**Run 1: metal 1**

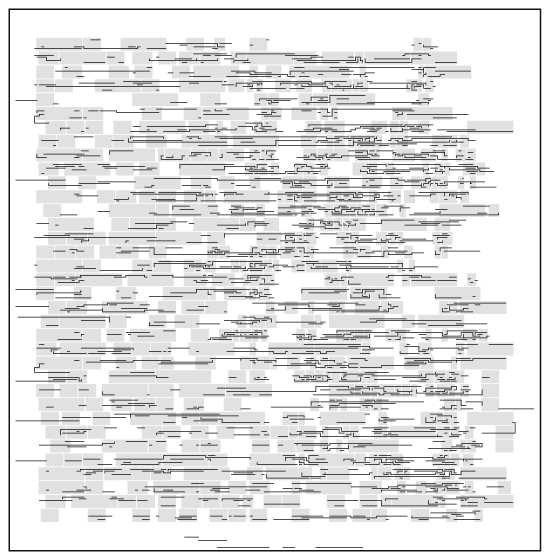
**Run 1: the metal 2 layer**

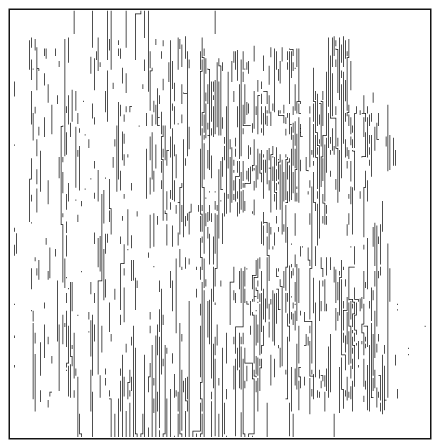
**Run 1: metal 4**

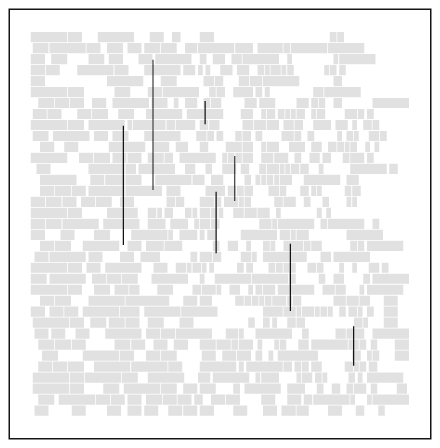
==> src/rtl/prbs31_burst_ctrl_if.sv <==
// Control, configuration and PRBS31 core signals of prbs31_burst_ctrl.
// The controller takes the slave view; the user side and the PRBS core model take the master view.
interface prbs31_burst_ctrl_if #(
    parameter int LEN_W = 16,
    parameter int ERR_W = 16
);
    logic             start;
    logic             abort;
    logic             cfg_check;
    logic [LEN_W-1:0] cfg_len;
    logic [30:0]      cfg_seed;
    logic             prbs_load;
    logic [30:0]      prbs_seed;
    logic             prbs_step;
    logic             prbs_bit;
    logic             rx_valid;
    logic             rx_bit;
    logic             err_inject;
    logic             tx_valid;
    logic             tx_bit;
    logic             busy;
    logic             done;
    logic [ERR_W-1:0] err_cnt;
    logic             err_sat;

    modport master (
        output start, abort, cfg_check, cfg_len, cfg_seed,
        output prbs_bit, rx_valid, rx_bit, err_inject,
        input  prbs_load, prbs_seed, prbs_step,
        input  tx_valid, tx_bit, busy, done, err_cnt, err_sat
    );

    modport slave (
        input  start, abort, cfg_check, cfg_len, cfg_seed,
        input  prbs_bit, rx_valid, rx_bit, err_inject,
        output prbs_load, prbs_seed, prbs_step,
        output tx_valid, tx_bit, busy, done, err_cnt, err_sat
    );
endinterface

==> src/rtl/prbs31_burst_ctrl.sv <==
// Burst sequencer for an external PRBS31 core: seeds it, then generates or checks cfg_len bits.
// Optional build macro PRBS31_ERR_INJECT_EN enables one-shot inversion of the next transmitted bit.
module prbs31_burst_ctrl #(
    parameter int LEN_W = 16,
    parameter int ERR_W = 16
) (
    input logic                clk,
    input logic                rst_n,
    prbs31_burst_ctrl_if.slave ctrl_if
);

    typedef enum logic [1:0] {
        S_IDLE = 2'd0,
        S_LOAD = 2'd1,
        S_RUN  = 2'd2,
        S_DONE = 2'd3
    } state_e;

    state_e           state_q, state_d;
    logic             check_q, check_d;
    logic [LEN_W-1:0] len_q, len_d;
    logic [LEN_W-1:0] cnt_q, cnt_d;
    logic [30:0]      seed_q, seed_d;
    logic [ERR_W-1:0] err_q, err_d;
    logic             sat_q, sat_d;

    logic             start_acc;
    logic             step;
    logic             tx_fire;
    logic             inj_active;
    logic [LEN_W-1:0] cnt_inc;
    logic [ERR_W-1:0] err_inc;

    assign cnt_inc = cnt_q + 1'b1;
    assign err_inc = err_q + 1'b1;

    always_comb begin
        // NOTE: every variable driven here gets a default first, so no path can infer a latch.
        state_d   = state_q;
        check_d   = check_q;
        len_d     = len_q;
        cnt_d     = cnt_q;
        seed_d    = seed_q;
        err_d     = err_q;
        sat_d     = sat_q;
        start_acc = 1'b0;
        step      = 1'b0;

        case (state_q)
            S_IDLE: begin
                if (ctrl_if.start && !ctrl_if.abort) begin
                    start_acc = 1'b1;
                    check_d   = ctrl_if.cfg_check;
                    len_d     = ctrl_if.cfg_len;
                    seed_d    = ctrl_if.cfg_seed;
                    cnt_d     = '0;
                    err_d     = '0;
                    sat_d     = 1'b0;
                    state_d   = S_LOAD;
                end
            end
            S_LOAD: begin
                state_d = (len_q == '0) ? S_DONE : S_RUN;
            end
            S_RUN: begin
                // An aborted cycle must neither step the core nor touch the error count.
                step = !ctrl_if.abort && (!check_q || ctrl_if.rx_valid);
                if (step) begin
                    cnt_d = cnt_inc;
                    if (cnt_inc == len_q) begin
                        state_d = S_DONE;
                    end
                    if (check_q && (ctrl_if.rx_bit != ctrl_if.prbs_bit) && (err_q != '1)) begin
                        err_d = err_inc;
                        if (err_inc == '1) begin
                            sat_d = 1'b1;
                        end
                    end
                end
            end
            S_DONE: begin
                state_d = S_IDLE;
            end
            default: begin
                state_d = S_IDLE;
            end
        endcase

        if (ctrl_if.abort) begin
            state_d = S_IDLE;
        end
    end

    // NOTE: sequential state uses non-blocking assignments so every register samples pre-edge values.
    always_ff @(posedge clk or negedge rst_n) begin
        if (!rst_n) begin
            state_q <= S_IDLE;
            check_q <= 1'b0;
            len_q   <= '0;
            cnt_q   <= '0;
            seed_q  <= '0;
            err_q   <= '0;
            sat_q   <= 1'b0;
        end else begin
            state_q <= state_d;
            check_q <= check_d;
            len_q   <= len_d;
            cnt_q   <= cnt_d;
            seed_q  <= seed_d;
            err_q   <= err_d;
            sat_q   <= sat_d;
        end
    end

    assign tx_fire = step && !check_q;

`ifdef PRBS31_ERR_INJECT_EN
    logic inj_q, inj_d;

    // Arm wins over consumption in the same cycle; start accept and abort clear it outright.
    always_comb begin
        inj_d = inj_q;
        if (tx_fire) begin
            inj_d = 1'b0;
        end
        if (ctrl_if.err_inject) begin
            inj_d = 1'b1;
        end
        if (start_acc || ctrl_if.abort) begin
            inj_d = 1'b0;
        end
    end

    always_ff @(posedge clk or negedge rst_n) begin
        if (!rst_n) begin
            inj_q <= 1'b0;
        end else begin
            inj_q <= inj_d;
        end
    end

    assign inj_active = inj_q;
`else
    logic unused_err_inject;
    logic unused_start_acc;

    assign unused_err_inject = ctrl_if.err_inject;
    assign unused_start_acc  = start_acc;
    assign inj_active        = 1'b0;
`endif

    assign ctrl_if.prbs_load = (state_q == S_LOAD);
    assign ctrl_if.prbs_seed = seed_q;
    assign ctrl_if.prbs_step = step;
    assign ctrl_if.tx_valid  = tx_fire;
    assign ctrl_if.tx_bit    = tx_fire & (ctrl_if.prbs_bit ^ inj_active);
    assign ctrl_if.busy      = (state_q == S_LOAD) || (state_q == S_RUN);
    assign ctrl_if.done      = (state_q == S_DONE) && !ctrl_if.abort;
    assign ctrl_if.err_cnt   = err_q;
    assign ctrl_if.err_sat   = sat_q;

endmodule

==> src/flat_wrapper.sv <==
// flat-port wrapper written by rule: the top's interface ports become plain ports
module prbs31_burst_ctrl_flat 
#(
    parameter int LEN_W = 16,
    parameter int ERR_W = 16
)
  (clk, rst_n, ctrl_if_start, ctrl_if_abort, ctrl_if_cfg_check, ctrl_if_cfg_len, ctrl_if_cfg_seed, ctrl_if_prbs_bit, ctrl_if_rx_valid, ctrl_if_rx_bit, ctrl_if_err_inject, ctrl_if_prbs_load, ctrl_if_prbs_seed, ctrl_if_prbs_step, ctrl_if_tx_valid, ctrl_if_tx_bit, ctrl_if_busy, ctrl_if_done, ctrl_if_err_cnt, ctrl_if_err_sat);
  prbs31_burst_ctrl_if #(.LEN_W(LEN_W), .ERR_W(ERR_W)) ctrl_if_i ();
  input logic clk;
  input logic rst_n;
  input wire logic [$bits(ctrl_if_i.start)-1:0] ctrl_if_start;
  input wire logic [$bits(ctrl_if_i.abort)-1:0] ctrl_if_abort;
  input wire logic [$bits(ctrl_if_i.cfg_check)-1:0] ctrl_if_cfg_check;
  input wire logic [$bits(ctrl_if_i.cfg_len)-1:0] ctrl_if_cfg_len;
  input wire logic [$bits(ctrl_if_i.cfg_seed)-1:0] ctrl_if_cfg_seed;
  input wire logic [$bits(ctrl_if_i.prbs_bit)-1:0] ctrl_if_prbs_bit;
  input wire logic [$bits(ctrl_if_i.rx_valid)-1:0] ctrl_if_rx_valid;
  input wire logic [$bits(ctrl_if_i.rx_bit)-1:0] ctrl_if_rx_bit;
  input wire logic [$bits(ctrl_if_i.err_inject)-1:0] ctrl_if_err_inject;
  output wire logic [$bits(ctrl_if_i.prbs_load)-1:0] ctrl_if_prbs_load;
  output wire logic [$bits(ctrl_if_i.prbs_seed)-1:0] ctrl_if_prbs_seed;
  output wire logic [$bits(ctrl_if_i.prbs_step)-1:0] ctrl_if_prbs_step;
  output wire logic [$bits(ctrl_if_i.tx_valid)-1:0] ctrl_if_tx_valid;
  output wire logic [$bits(ctrl_if_i.tx_bit)-1:0] ctrl_if_tx_bit;
  output wire logic [$bits(ctrl_if_i.busy)-1:0] ctrl_if_busy;
  output wire logic [$bits(ctrl_if_i.done)-1:0] ctrl_if_done;
  output wire logic [$bits(ctrl_if_i.err_cnt)-1:0] ctrl_if_err_cnt;
  output wire logic [$bits(ctrl_if_i.err_sat)-1:0] ctrl_if_err_sat;
  assign ctrl_if_i.start = ctrl_if_start;
  assign ctrl_if_i.abort = ctrl_if_abort;
  assign ctrl_if_i.cfg_check = ctrl_if_cfg_check;
  assign ctrl_if_i.cfg_len = ctrl_if_cfg_len;
  assign ctrl_if_i.cfg_seed = ctrl_if_cfg_seed;
  assign ctrl_if_i.prbs_bit = ctrl_if_prbs_bit;
  assign ctrl_if_i.rx_valid = ctrl_if_rx_valid;
  assign ctrl_if_i.rx_bit = ctrl_if_rx_bit;
  assign ctrl_if_i.err_inject = ctrl_if_err_inject;
  assign ctrl_if_prbs_load = ctrl_if_i.prbs_load;
  assign ctrl_if_prbs_seed = ctrl_if_i.prbs_seed;
  assign ctrl_if_prbs_step = ctrl_if_i.prbs_step;
  assign ctrl_if_tx_valid = ctrl_if_i.tx_valid;
  assign ctrl_if_tx_bit = ctrl_if_i.tx_bit;
  assign ctrl_if_busy = ctrl_if_i.busy;
  assign ctrl_if_done = ctrl_if_i.done;
  assign ctrl_if_err_cnt = ctrl_if_i.err_cnt;
  assign ctrl_if_err_sat = ctrl_if_i.err_sat;
  prbs31_burst_ctrl #(.LEN_W(LEN_W), .ERR_W(ERR_W)) u_core (.clk(clk), .rst_n(rst_n), .ctrl_if(ctrl_if_i));
endmodule
==> config.mk <==
export PLATFORM = sky130hd
export DESIGN_NAME = prbs31_burst_ctrl_flat
export DESIGN_NICKNAME = d
export VERILOG_FILES = /design/src/rtl/prbs31_burst_ctrl_if.sv /design/src/rtl/prbs31_burst_ctrl.sv /design/src/flat_wrapper.sv
export SDC_FILE = /design/constraint.sdc
export NUM_CORES = 1
export LEC_CHECK = 0
export CAP_MARGIN = 40
export CORE_AREA = 5 5 99 101
export CTS_CLUSTER_SIZE = 12
export DETAILED_ROUTE_END_ITERATION = 7
export DIE_AREA = 0 0 104 106
export PLACE_DENSITY_LB_ADDON = 0.05
export SETUP_SLACK_MARGIN = 0.15
export SLEW_MARGIN = 20
export SYNTH_ARGS = -nofsm -noshare
export SYNTH_HDL_FRONTEND = slang
export SYNTH_SLANG_ARGS = --single-unit
==> constraint.sdc <==
create_clock -name clk -period 4.8 [get_ports clk]
set_input_delay 0.96 -clock clk [delete_from_list [all_inputs] [get_ports clk]]
set_output_delay 0.96 -clock clk [all_outputs]
set_load 0.01 [all_outputs]
==> ci_impl_report.md, run 1 <==
## Synthesis and layout report

| Metric | Value |
|---|---|
| Outcome | finished, final reports clean |
| Average routed wire per standard cell | around 17 µm |
| Area of the chip | 11000 µm² |
| Critical Path Max Stage Delay | between 0.6 and 0.7 ns |
| Area-dominant class | multi-input combinational cells |
| Critical setup path kind | in -> out |
| Cell count of the worst reg-to-reg path | 8 |
| Top cell area share | 0.454 |
| Standard-cell rows | 35 |
| Number of search-and-repair iterations in the first detailed-routing pass | 4 |
| Post-route clock skew | roughly 0.015 ns |
| Initial antenna violation count | 0 |
| Non-clock buffer contribution to total cell area | 0.191 |
| Total Routed Length | 11600 µm |
| Met3 layer wire length in the routed design | between 1000 and 1500 µm |
| Input/output buffers | between 100 and 150 |
| Crit path arrival time | ~2.7 ns |
| Post-Syn Instances | about 460 |
| Maximum clock frequency | approximately 270 MHz |
| Flops after synth | roughly 83 |
| Clock slew at reported path FFs | approximately 0.090 ns |
| Leading area contributor after synthesis | sky130_fd_sc_hd__dfrtp_1 |
| Placer congestion estimate | between 0.9 and 1 |
| Critical-path cell list | clkdlybuf4s50_1, nand2b_1, nor2_1, clkdlybuf4s50_1 |
| Count of pins on the block boundary | about 110 |
| Actual transition at the worst max-transition pin | around 0.74 ns |
| Number of max-cap violations | 0 |
| Number of antenna-violating nets in the routed design | 0 |
| DP Wirelength | around 8400 µm |
| Repair and plain buffers | 114 |
| Total area of multi-input combinational cells | between 2000 and 2500 µm² |
| Classification of the worst-slack hold path | reg -> reg |
| Layout inverter count without the clock tree | 11 |
| Area of all placed cells without fillers | 5990 µm² |
| Post-cts gate resize count | 0 |
| Net count after synthesis | roughly 520 |
| Log Warnings | 32 |
| Most used flip-flop cell | sky130_fd_sc_hd__dfrtp_1 |
| Sort of element at the end of the critical path | output port |
| Worst VDD drop | ~0.00030 V |
| Total negative setup slack | 0 ns |
| Setup Viol. Count Final | 0 |
| Reported leakage power | ~2.4 nW |
| Routed metal-1 wirelength | between 4000 and 5000 µm |
| Highest metal layer with signal wires | met4 |
| Number of antenna repair diodes | 0 |
| Synth-to-Final Area Change | 30.8% |
| Maximum number of pins on one net before global-route repair | ~53 |
| Floorplan core density | 0.512 |
| Overall Global Routing Usage | 0.215 |
| Placed cell area | between 5000 and 6000 µm² |
| Final period utilization | 0.761 |
| Kind of cell adding the most delay to the critical path | buffers and inverters |
| Final max-slew violation count | 0 |
| Tally of filler cells in the layout | around 700 |
| Maximum root-to-sink buffer count | 2 |
-- 'metal 1' (at the start) --
- longest straight run: 26.2 µm
- main direction: horizontal
- share of all routed wire: 43%

-- 'the metal 2 layer' (at the start) --
- main direction: vertical
- wire length on this layer: 5390 µm

-- 'metal 4' (at the start) --
- main direction: vertical
- nets with wire on the layer: 4

[run 1: power breakdown]
| part | switching [mW] | leakage [nW] | internal, mW |
|---|---|---|---|
| sequential | 0.182 | 1.05 | 0.917 |
| combinational | 0.462 | 1.26 | 0.618 |
| clock | 0.268 | 0.103 | 0.294 |
| total | 0.911 | 2.41 | 1.83 |
[run 1: path summary, 6_finish.rpt]
kind                                             start                          end  slack [ns]
setup / recovery                         ctrl_if_abort            ctrl_if_prbs_step        1.15
hold / removal             u_core.ctrl_if.prbs_seed[4]  u_core.ctrl_if.prbs_seed[4]        0.51
setup reg to reg             u_core.ctrl_if.err_cnt[0]    u_core.ctrl_if.err_cnt[7]        1.84
hold reg to reg            u_core.ctrl_if.prbs_seed[4]  u_core.ctrl_if.prbs_seed[4]        0.51
max in group asynchronous                        rst_n              u_core.cnt_q[4]        3.62
min in group asynchronous                        rst_n    u_core.ctrl_if.err_cnt[5]        0.54
[run 1: metrics by stage]
| step | total power, mW | utilization | instances | hold WS (ns) |
|---|---|---|---|---|
| floorplan | 1.67 | - | 460 | 0.507 |
| global placement | 2.16 | 0.642 | 662 | 0.477 |
| detailed placement | 2.19 | 0.646 | 663 | 0.488 |
| CTS | 2.76 | 0.670 | 679 | 0.515 |
| global route | 2.93 | 0.670 | 680 | 0.524 |
| finish | 2.74 | 0.670 | 680 | 0.512 |
[run 1: Yosys cell counts, drive strengths merged (3+ instances only)]
cell type	count
o21ai	46
inv	11
nor2	25
nor3	14
and4	5
o21a	3
nand2b	6
mux2	48
nand3	19
a22o	3
clkbuf	13
o41ai	4
a21oi	10
nor2b	6
and3	10
and2	5
nor4	12
buf	8
nand3b	7
xnor2	11
a21o	4
dfrtp	83
o31ai	14
ha	8
a31oi	3
xor2	9
nand4	7
nand2	41
[run 1: registers in the layout, indices dropped and copies added (netlist names)]
name / cells
u_core.cnt_q: 16
u_core.state_q: 2
u_core.ctrl_if.err_cnt: 16
u_core.ctrl_if.err_sat: 1
u_core.len_q: 16
u_core.check_q: 1
u_core.ctrl_if.prbs_seed: 31
[run 1: per-layer routing]
layer,vias to the layer above,GRT usage
li1,1903,-
met1,1929,0.290
met2,137,0.330
met3,16,0.0801
met4,0,0.0500
met5,-,0
[run 1: logic make-up after synthesis]
group                      synth area share
AOI/OAI and AO/OA                     0.140
xor gates and xnor gates             0.0383
adders and majority gates            0.0219
buffers and inverters                0.0279
DFF                                   0.454
muxes                                 0.122
and+or+nand+nor                       0.196
[run 1: layout by cell type, fill, tap and decap left out, drive strengths merged, types with 2 or more instances in the layout]
cell / count
inv: 12
xnor2: 11
nand4: 7
nor2: 25
ha: 8
o31ai: 14
o21ai: 46
nand2: 41
a22o: 3
o41ai: 4
a21o: 4
and2: 5
nor3b: 2
xor2: 9
nand2b: 6
nor3: 14
nor2b: 6
nand3: 19
o21a: 3
clkinvlp: 2
a31oi: 3
clkbuf: 11
buf: 6
mux2: 48
mux2i: 2
clkdlybuf4s50: 107
a21oi: 10
o22ai: 2
and4: 5
dfrtp: 83
nand3b: 7
nor4: 12
and3: 10
or4: 2
bufinv: 2
--- run 2 (diff from run 1) ---
--- a/config.mk
+++ b/config.mk
@@ -6,10 +6,10 @@
 export NUM_CORES = 1
 export LEC_CHECK = 0
 export CAP_MARGIN = 40
-export CORE_AREA = 5 5 99 101
+export CORE_AREA = 5 5 102 104
 export CTS_CLUSTER_SIZE = 12
 export DETAILED_ROUTE_END_ITERATION = 7
-export DIE_AREA = 0 0 104 106
+export DIE_AREA = 0 0 107 109
 export PLACE_DENSITY_LB_ADDON = 0.05
 export SETUP_SLACK_MARGIN = 0.15
 export SLEW_MARGIN = 20
==> constraint.sdc (replaced) <==
create_clock -name clk -period 3.41 [get_ports clk]
set_input_delay 0.682 -clock clk [delete_from_list [all_inputs] [get_ports clk]]
set_output_delay 0.682 -clock clk [all_outputs]
set_load 0.01 [all_outputs]
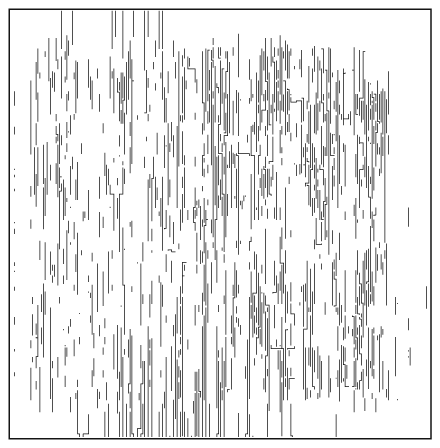
**Above:** run 2 (the metal 2 layer).
- nets with wire on the layer: 538
- wire length on this layer: 5530 µm
- longest straight run: 38.4 µm

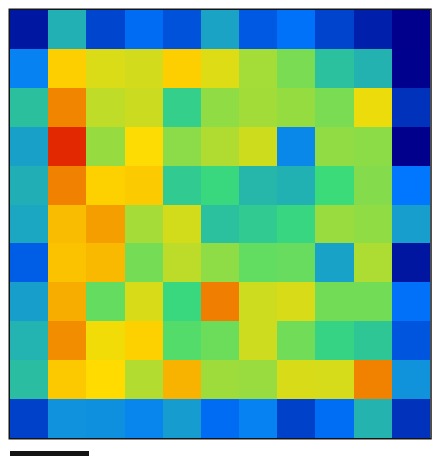
**Above:** run 2 (cell area per tile).
Bar = 20 µm. The die is cut into 11 by 11 equal tiles; dark blue is low, red is high, 0 to 100% covered.
- mean over tiles: 50%
- tiles over 75% full: 16%
- fullest tile: 96%
- emptiest ninth of the die: top right

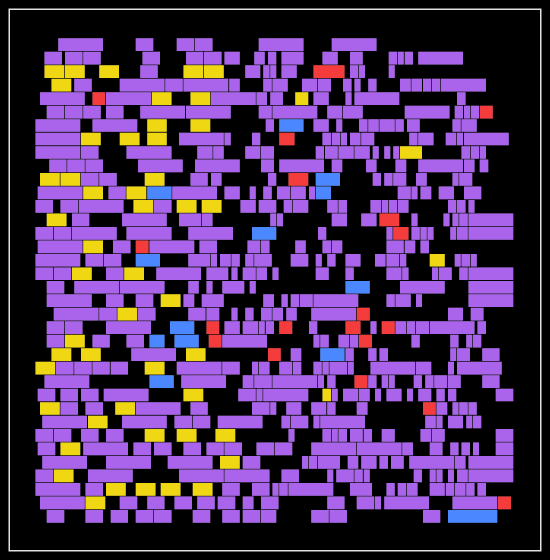
**Above:** run 2 (sizing map).
- yellow: _2 cells (cells 52)
- red: _3 and _4 cells (cells 19)
- purple: _0 and _1 cells (cells 491)
- blue: _6 and larger (cells 13)

==> run 2 against run 1 <==
Die area up 5.8%. Total power up 37%. Utilization down 3.5 points. Area after synthesis unchanged. Combinational power up 42%. Register-to-register slack worse by 1.5 ns. Final cell count up 1.3%. Via count down 1.9%. Sequential power up 41%. Wire length up 2.2%. Setup slack worse by 0.80 ns. Non-clock buffer count up 6.
==> ci_impl_report.md, run 2 <==
## Synthesis and layout report

| Metric | Value |
|---|---|
| Most used flip-flop cell | sky130_fd_sc_hd__dfrtp_1 |
| Max FFs per register | 31 (unchanged) |
| Initial antenna violation count | 0 (unchanged) |
| Maximum root-to-sink buffer count | 2 (unchanged) |
| Combinational fraction of design power | 0.408 (+0.014) |
| Outcome | finished, final reports clean |
| Leading area contributor after synthesis | sky130_fd_sc_hd__dfrtp_1 |
| Part of the power in the clock network | 0.180 (-0.025) |
| Met3 usage in global routing | 0.0663 (-0.0138) |
| Total Routed Length | 11900 µm (+2.2%) |
| Log Warnings | 32 (unchanged) |
| Maximum clock frequency | 326 MHz |
| Met1 track utilization from global routing | 0.282 (-0.00769) |
| Hold slack | 0.121 ns (-0.391 ns) |
| Crit path arrival time | 3.28 ns (+0.59 ns) |
| Number of search-and-repair iterations in the first detailed-routing pass | 4 (unchanged) |
| Placed cell area | 5800 µm² (+0.50%) |
| Final max-slew violation count | 0 (unchanged) |
| Synth-to-Final Area Change | 31.2% |
| Count of pins on the block boundary | 110 (unchanged) |
| Fraction of power consumed by sequential logic | 0.413 (+0.012) |
| Ranking of synthesized cells by instance count | 83 x sky130_fd_sc_hd__dfrtp_1, 48 x sky130_fd_sc_hd__mux2_2, 45 x sky130_fd_sc_hd__o21ai_0 |
| Net count after synthesis | 524 (unchanged) |
| Standard-cell rows | 36 (+2.9%) |
| Post-placement cell count | 672 (+1.4%) |
| Number of antenna repair diodes | 0 (unchanged) |
| Area of the chip | 11700 µm² (+5.8%) |
| Average routed wire per standard cell | 17.3 µm (+0.86%) |
| Final period utilization | 0.898 |
| DP Wirelength | 8850 µm (+5.0%) |
| Number of max-cap violations | 0 (unchanged) |
| Post-Syn Instances | 460 (unchanged) |
| Tally of filler cells in the layout | 811 (+16%) |
| Floorplan core density | 0.484 (-0.0285) |
| Total power of the final layout | 3.76 mW (+37%) |
| Routing usage on met2 | 0.340 (+0.0107) |
| Actual transition at the worst max-transition pin | 0.836 ns (+0.0993 ns) |
| Input/output buffers | 108 (unchanged) |
| Number of antenna-violating nets in the routed design | 0 (unchanged) |
| Post-cts gate resize count | 0 (unchanged) |
| Reported leakage power | 2.43 nW (+0.80%) |
| Post-route clock skew | 0.0168 ns (+0.00136 ns) |
| Setup Viol. Count Final | 0 (unchanged) |
| Top cell area share | 0.454 (unchanged) |
[run 2: cell counts after synthesis]
Identical to the previous run, type by type.
[run 2: area by class of cell]
| type | instances | area (µm²) | share of cell area |
|---|---|---|---|
| multi-input combinational | 345 | 2370 | 0.395 |
| sequential | 83 | 2080 | 0.346 |
| timing repair buffer | 120 | 1190 | 0.198 |
| tap | 114 | 143 | 0.0237 |
| clock buffer | 10 | 138 | 0.0229 |
| clock inverter | 6 | 47.5 | 0.00791 |
| inverter | 11 | 41.3 | 0.00687 |
[run 2: per-layer routing]
layer	vias up	part of all wire
met1	1867	0.44
met5	-	0
met2	119	0.46
li1	1916	-
met4	0	0.0075
met3	8	0.085
[run 2: kinds of logic after synthesis]
group	synth area share
AND-OR/OR-AND	0.140
XOR/XNOR	0.0383
adder cells (fa/ha/maj)	0.0219
buffers and inverters	0.0279
flip-flops	0.454
multiplexers	0.122
AND/OR/NAND/NOR	0.196
[run 2: worst paths after layout]
check                      cells after the start  slack (ns)                    from                      endpoint
hold / removal                                 1        0.12                   rst_n     u_core.ctrl_if.err_cnt[4]
max in group asynchronous                      3        2.56                   rst_n  u_core.ctrl_if.prbs_seed[29]
setup / recovery                               8        0.35         u_core.cnt_q[0]             u_core.state_q[0]
hold reg to reg                                1        0.50  u_core.ctrl_if.err_sat        u_core.ctrl_if.err_sat
min in group clk                               1        0.50  u_core.ctrl_if.err_sat        u_core.ctrl_if.err_sat
setup reg to reg                               8        0.35         u_core.cnt_q[0]             u_core.state_q[0]
[run 2: worst max-delay path: stages, from the launching register on]
cell                        delay [ns]
sky130_fd_sc_hd__dfrtp_1          0.49
sky130_fd_sc_hd__ha_1             0.36
sky130_fd_sc_hd__nand4_1          0.31
sky130_fd_sc_hd__nor4_1           0.78
sky130_fd_sc_hd__xnor2_1          0.22
sky130_fd_sc_hd__o21ai_0          0.10
sky130_fd_sc_hd__nor4_1           0.34
sky130_fd_sc_hd__a2111oi_1        0.15
sky130_fd_sc_hd__nand3b_1         0.19
[run 2: power by group through the flow]
stage                     registers (mW)  clock network, mW  logic [mW]
after floorplan                     1.59                  0       0.751
after global placement              1.55                  0        1.52
after detailed placement            1.57                  0        1.54
after CTS                           1.55              0.700        1.55
after global routing                1.60              0.742        1.68
final                               1.55              0.676        1.53
--- run 3 (diff from run 2) ---
--- a/config.mk
+++ b/config.mk
@@ -16,3 +16,4 @@
 export SYNTH_ARGS = -nofsm -noshare
 export SYNTH_HDL_FRONTEND = slang
 export SYNTH_SLANG_ARGS = --single-unit
+export TNS_END_PERCENT = 20
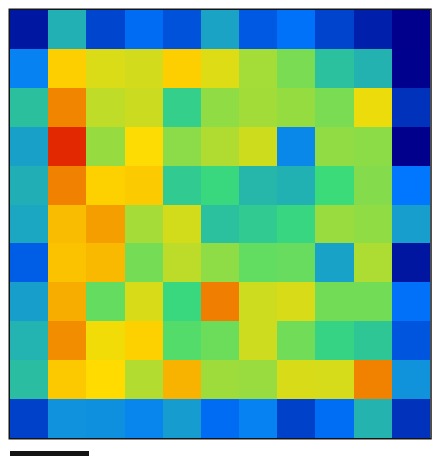
**Above:** run 3 (cell area per tile).
Bar = 20 µm. The die is cut into 11 by 11 equal tiles; dark blue is low, red is high, 0 to 100% covered.
- densest ninth of the die: left middle
- tiles over 75% full: 16%
- nearly empty tiles: 2.5%
- fullest tile: 96%
- mean over tiles: 50%

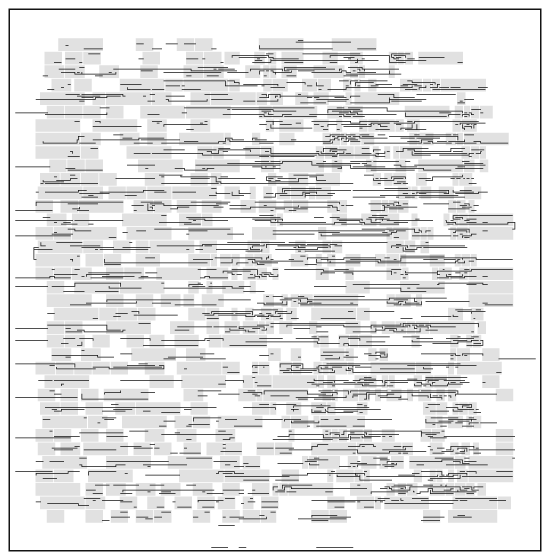
**Above:** run 3 (metal 1).
- wire length on this layer: 5260 µm
- nets with wire on the layer: 555
- share of all routed wire: 44%
- main direction: horizontal
- longest straight run: 34.5 µm

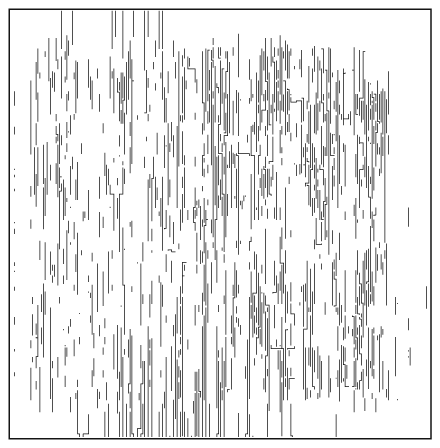
**Above:** run 3 (the metal 2 layer).
- nets with wire on the layer: 538
- main direction: vertical

==> run 3 against run 2 <==
Count of clock-buffer cells in the layout stayed put. Setup slack is the same. Die area unchanged. Maximum frequency unchanged. Largest power group unchanged. Highest routed layer unchanged.
==> ci_impl_report.md, run 3 <==
## Synthesis and layout report

| Metric | Value |
|---|---|
| XOR/XNOR Fraction of Synth Area | 0.0383 (unchanged) |
| Crit path arrival time | 3.28 ns (about the same) |
| Aoi/oai-family share of the synthesized area | 0.140 (unchanged) |
| Tally of filler cells in the layout | 811 (unchanged) |
| Synth-to-Final Area Change | 31.2% (unchanged) |
| Critical Path Slowest Stage Cell | sky130_fd_sc_hd__nor4_1 |
| Placeable Area | between 9000 and 10000 µm² |
| Log Warnings | 32 (unchanged) |
| Final period utilization | 0.898 (unchanged) |
| Reported leakage power | 2.43 nW (unchanged) |
| Critical Path Max Stage Delay | 0.78 ns (about the same) |
| Max FFs per register | 31 (unchanged) |
| # hold bufs at CTS | 0 |
| Maximum clock frequency | 326 MHz (unchanged) |
| Cell repeated most along the worst path | sky130_fd_sc_hd__nor4_1 |
| Adder-cell share of the synthesized area | 0.0219 (unchanged) |
| Leading area contributor after synthesis | sky130_fd_sc_hd__dfrtp_1 |
| Placement Setup Slack | about 0.53 ns |
| Total power of the final layout | 3.76 mW (unchanged) |
| Flops after synth | 83 |
| Ranking of synthesized cells by instance count | 83 x sky130_fd_sc_hd__dfrtp_1, 48 x sky130_fd_sc_hd__mux2_2, 45 x sky130_fd_sc_hd__o21ai_0 |
| Total Routed Length | 11900 µm (unchanged) |
| Number of nets in the final layout | between 600 and 700 |
| Type of origin of the critical path | flip-flop |
| Number of antenna-violating nets in the routed design | 0 (unchanged) |
| Outcome | finished, final reports clean |
| Req. time, crit path | between 3 and 4 ns |
| First-pass GRT wire length | between 15000 and 20000 µm |
| Violation count after the first detailed-route iteration | roughly 150 |
| Most frequent cell after synthesis | sky130_fd_sc_hd__dfrtp_1 |
| Multiplexer share | 0.122 (unchanged) |
| Simple-gate portion of the synthesized area | 0.196 (unchanged) |
| Count of pins on the block boundary | 110 (unchanged) |
| Final max-slew violation count | 0 (unchanged) |
| Post-route clock skew | 0.0168 ns (unchanged) |
| Area of the chip | 11700 µm² (unchanged) |
| Maximum root-to-sink buffer count | 2 (unchanged) |
| Yosys-reported design area after synthesis | ~4600 µm² |
| Average routed wire per standard cell | 17.3 µm (unchanged) |
| Clock Tree Root | sky130_fd_sc_hd__clkbuf_8 |
| Critical setup path kind | reg -> reg |
| Number of search-and-repair iterations in the first detailed-routing pass | 4 (unchanged) |
| Standard-cell rows | 36 (unchanged) |
| Reg2Reg Setup Slack | 0.35 ns (about the same) |
| Power density over cell area | about 630 nW/µm² |
| Routed via count | between 3000 and 4000 |
| Setup Viol. Count Final | 0 (unchanged) |
| Number of max-cap violations | 0 (unchanged) |
| Top cell area share | 0.454 (unchanged) |
| DP Wirelength | 8850 µm (unchanged) |
| Most used flip-flop cell | sky130_fd_sc_hd__dfrtp_1 |
| Critical-path cell list | ha_1, nand4_1, nor4_1, xnor2_1, o21ai_0, nor4_1, a2111oi_1, nand3b_1 |
| Initial antenna violation count | 0 (unchanged) |
| Actual transition at the worst max-transition pin | 0.836 ns (unchanged) |
| Sort of element at the end of the critical path | flip-flop |
| Floorplan core density | 0.484 (unchanged) |
| Net count after synthesis | 524 (unchanged) |
| Setup repair after global routing missed its margin | no |
| Layout Utilization | 0.635 |
| Number of antenna repair diodes | 0 (unchanged) |
| Post-Syn Instances | 460 (unchanged) |
| Clock tree from TritonCTS | done |
| Main logic family after synthesis | simple AND/OR/NAND/NOR gates |
| Count of different cell masters after synthesis | about 59 |
| Classification of the worst-slack hold path | in -> async |
| Hold Vio Cnt, Final | 0 |
| Post-cts gate resize count | 0 (unchanged) |
| Input/output buffers | 108 (unchanged) |
| Cell area after synthesis | around 4600 µm² |
run 3: cell counts after synthesis:
Identical to the previous run, type by type.
run 3: per-stage QoR:
step,instance area [µm²],hold slack (ns),cells
2_1_floorplan,4580,0.386,460
3_3_place_gp,5800,0.478,672
3_5_place_dp,5800,0.488,672
4_1_cts,5980,0.427,688
5_1_grt,6010,0.105,689
6_report,6010,0.121,689
run 3: final timing paths:
path | cells after the start | startpoint | to
worst max-delay path | 8 | u_core.cnt_q[0] | u_core.state_q[0]
worst min-delay path | 1 | rst_n | u_core.ctrl_if.err_cnt[4]
worst max register to register | 8 | u_core.cnt_q[0] | u_core.state_q[0]
worst min register to register | 1 | u_core.ctrl_if.err_sat | u_core.ctrl_if.err_sat
max in group asynchronous | 3 | rst_n | u_core.ctrl_if.prbs_seed[29]
min in group clk | 1 | u_core.ctrl_if.err_sat | u_core.ctrl_if.err_sat
run 3: layout make-up:
type | count | area (µm²) | area share
Inverter | 11 | 41.3 | 0.00687
Clock buffer | 10 | 138 | 0.0229
Clock inverter | 6 | 47.5 | 0.00791
Tap cell | 114 | 143 | 0.0237
Timing Repair Buffer | 120 | 1190 | 0.198
Sequential cell | 83 | 2080 | 0.346
Multi-Input combinational cell | 345 | 2370 | 0.395
run 3: critical path: cells and delay by family (launching register included):
kind / cells / cell delay [ns]
xor gates and xnor gates: 1 / 0.22
DFF: 1 / 0.49
and+or+nand+nor: 4 / 1.62
adders and majority gates: 1 / 0.36
AOI/OAI and AO/OA: 2 / 0.25
run 3: where the power goes:
group / leakage (nW) / switching (mW) / internal (mW) / total [mW]
combinational: 1.29 / 0.655 / 0.878 / 1.53
sequential: 1.05 / 0.263 / 1.29 / 1.55
clock: 0.0933 / 0.385 / 0.291 / 0.676
total: 2.43 / 1.30 / 2.46 / 3.76
run 3: routing by layer:
metal,vias up,share of wire,GRT usage
met4,0,0.0075,0.0557
met5,-,0,0
li1,1916,-,-
met3,8,0.085,0.0663
met1,1867,0.44,0.282
met2,119,0.46,0.340
run 3: cells by family (layout without fill, tap and decap cells):
family	Yosys count	count (layout)
multiplexers	50	50
XOR/XNOR	20	20
flip-flops	83	83
adder cells (fa/ha/maj)	8	8
buffers and inverters	32	147
AND-OR/OR-AND	101	101
AND/OR/NAND/NOR	166	166
Power is estimated from default activity; no workload was simulated.
